==> config.mk <==
export PLATFORM = sky130hd
export DESIGN_NAME = top_rx
export DESIGN_NICKNAME = d
export VERILOG_FILES = /design/src/rtl/top_rx_pkg.sv /design/src/rtl/uart_rx_fsm.sv /design/src/rtl/top_rx.sv
export SDC_FILE = /design/constraint.sdc
export NUM_CORES = 1
export LEC_CHECK = 0
export ABC_CLOCK_PERIOD_IN_PS = 3200
export CAP_MARGIN = 20
export CORE_MARGIN = 2
export CORE_UTILIZATION = 47
export CTS_CLUSTER_SIZE = 25
export DETAILED_ROUTE_END_ITERATION = 7
export HOLD_SLACK_MARGIN = 0.03
export PLACE_DENSITY = 0.67
export RECOVER_POWER = 50
export SLEW_MARGIN = 20
export SYNTH_ARGS = -nofsm -noshare
export SYNTH_HDL_FRONTEND = slang
export SYNTH_SLANG_ARGS = --single-unit
export TNS_END_PERCENT = 30
==> constraint.sdc <==
create_clock -name clk -period 3.2 [get_ports clk]
set_input_delay 0.96 -clock clk [delete_from_list [all_inputs] [get_ports clk]]
set_output_delay 0.96 -clock clk [all_outputs]
set_load 0.1 [all_outputs]
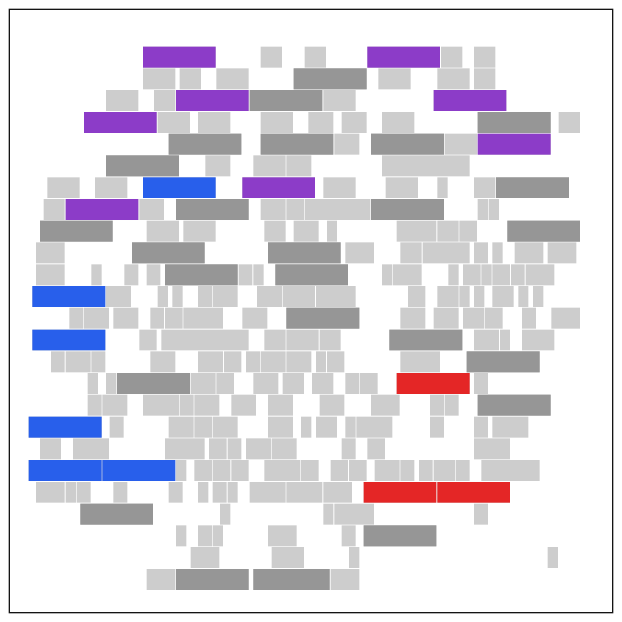
*Register map, names as in the netlist*
Drawn at 8 px/µm.
legend:
  bit_cnt:
    color: red
    placed_flops: 3
  edge_cnt:
    color: blue
    placed_flops: 6
  P_DATA:
    color: purple
    placed_flops: 8
Seq area share: 0.385
storage element area: 0.00105 mm²
Seq power: 0.536 mW

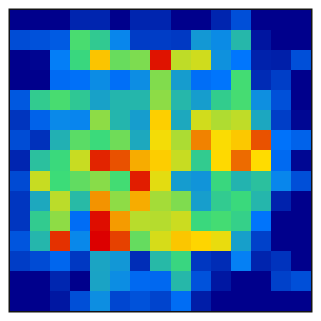
*Wiring heat map*
Drawn at 4 px/µm. 15 x 15 tiles, from dark blue (low) to red (high), scaled to the fullest tile. Values are wire area over tile area, all layers added.
emptiest ninth of the die: lower right
densest ninth of the die: center
tiles over half the peak: 28%
wirelength, routed: 4400 µm
GRT Total Usage: 0.179
Vias: 1654
WL/cell: 14.2 µm

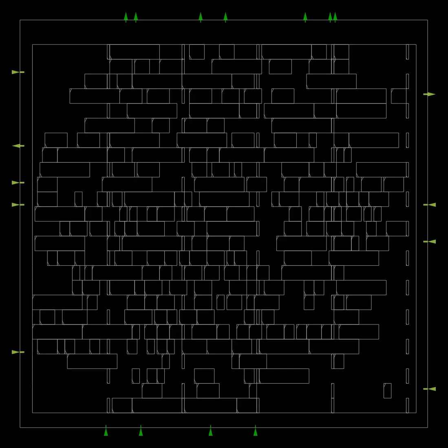
*Placement view*
# Taps: 67
Layout Utilization: 0.567
core area: 0.00482 mm²

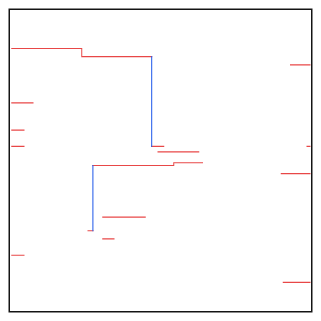
*Routed metal, one color a layer*
Drawn at 4 px/µm. Only two layers are drawn.
legend:
  met3:
    color: red
    wire_length: 126 µm
  met4:
    color: blue
    wire_length: 38.8 µm

==> results.ini <==
[status]
outcome = completed

[clock_network]
cts_resized = 0
clockBufferDepth = 2
cts_tree = built
insertion_delay_ns = 0.29
clkSinkCount = 42
post_cts_buffers = 0
root_buffer = clkbuf_8
ctsHoldBuffers = 0
path_clk_slew_ns = 0.09
cts-buffers-inserted = 5
h-tree-depth = 2

[floorplanning]
pin_count = 20
fp-utilization = 0.495
die_h_um = 75.3
die_x_um = 75.3
num_rows = 25
dieArea_mm2 = 0.00566

[critical_path]
end_kind = register
critical_path_class = register to register
start_kind = register
crit_fanout = 9
reg2reg_slack_ns = 0.53
cp.required_ns = 3.38
ff2ff_path_depth = 7
crit_arrival_ns = 2.86

[route]
drt-pass1-iter-count = 4
vias_per_cell = 5.35
drc_errors = 0
drt_iter0_drc = 62
final_antenna_net_count = 0

[logic_synthesis]
edf_count = 0
aoi_share = 0.104
ys_sh_simple = 0.155
logic_family = simple AND/OR/NAND/NOR gates
postSynth.asyncResetShare = 1.00
yosys_warnings = 0
netlist_area_mm2 = 0.00239
ys_seq_frac = 0.441
synth_top_flop_cell = dfrtp_1
fp_nets = 240
synth_cells = 222
ys_types = 54
mux_share = 0.112
synthAdderAreaFrac = 0.0409
top_cells_by_area = dfrtp_1 43%, mux2_2 10%, xnor2_1 7.7%
yosysCellCount = 222
synth_top_area_share = 0.430
netlist.top_cell.by_area = dfrtp_1
ys_area_mm2 = 0.00239
xor_area_frac = 0.105
numSynthFlops = 42
avgSynthCellArea_um2 = 10.7

[global_route]
grt.overflow.total = 0
grt_pass1_wl_um = 7570
grt_max_degree = 43
first_global_vias = 1554
antenna_found_initial = 0

[final_timing]
setup_violations = 0
slew_viol_final = 0
hold_slack_ns = 0.512
min_period_ns = 2.67
worstMarginPinSlew_ns = 0.824
slew_headroom = 0.451
grt_setup_unrepaired = false
tns_ns = 0
fin_skew_ns = 0.00909
period_used_share = 0.836
max_freq_mhz = 374
report.final.hold_viol_count = 0

[pwr]
power_density_mw_per_mm2 = 395
ir_worst_vdd_v = 0.000243
p_leak_nw = 1.18

[final_layout]
final_common_cell = dfrtp_1
syn2layout_area_growth_pct = 14.5
fillCellCount = 461
layout.nets = 259
finish.instance_area_mm2 = 0.00273
lay_top_cells = 41 x dfrtp_1, 22 x mux2_2, 21 x xnor2_1
n_antenna_cell = 0
drive_gt1_frac = 0.202

[placed_design]
hpwl_um = 3180
place_area_mm2 = 0.00258
gp_congestion = 0.782
place.port_buffers = 19

[flow_run]
maxCapViolations = 0
warning_count = 28

[hold_path]
holdPathStages = 1
hold_class = register to register

report_power, final:
part	switching [mW]	internal [mW]
clock network	0.195	0.313
logic	0.0166	0.0198
registers	0.00246	0.533
layer usage:
metal	track usage	wire, µm	up-vias
met2	0.266	1980	20
met5	0	0	-
li1	-	-	826
met3	0.0402	126	4
met1	0.264	2250	804
met4	0.0526	38	0
synthesized netlist by cell type, types with 3 or more instances:
| cell | n |
|---|---|
| nand3_1 | 6 |
| inv_1 | 8 |
| nand2b_1 | 4 |
| o21ai_0 | 14 |
| nor2b_1 | 4 |
| nor2_1 | 10 |
| mux2_2 | 22 |
| nand2_1 | 12 |
| nand4_1 | 3 |
| nor3_1 | 8 |
| xor2_1 | 5 |
| ha_1 | 7 |
| dfrtp_1 | 41 |
| o211ai_1 | 3 |
| a31oi_1 | 3 |
| a21oi_1 | 5 |
| xnor2_1 | 21 |
| clkbuf_1 | 4 |
per-stage QoR:
stage	setup slack (ns)	cells	util	power, mW
after floorplan	0.778	222	-	0.556
final	0.526	309	0.567	1.08
after global placement	0.529	300	0.536	0.581
after detailed placement	0.473	300	0.536	0.581
after CTS	0.510	308	0.565	1.09
after global routing	0.388	309	0.567	1.12
critical path: stages (launching register included):
cell,delay (ns)
dfrtp_1,0.46
inv_1,0.14
ha_1,0.26
nor2b_1,0.14
or3_1,0.37
a31o_1,0.33
nor3_4,0.48
mux2_2,0.39
final cells by class:
type / instances / area [µm²] / share of cell area
Multi-Input combinational cell: 162 / 1230 / 0.452
Sequential cell: 42 / 1050 / 0.385
Timing Repair Buffer: 22 / 193 / 0.0705
Tap cell: 67 / 83.8 / 0.0307
Clock buffer: 5 / 68.8 / 0.0252
Clock inverter: 3 / 68.8 / 0.0252
Inverter: 8 / 30.0 / 0.0110
Power figures rest on the tool's default switching activity, not on a simulated workload.
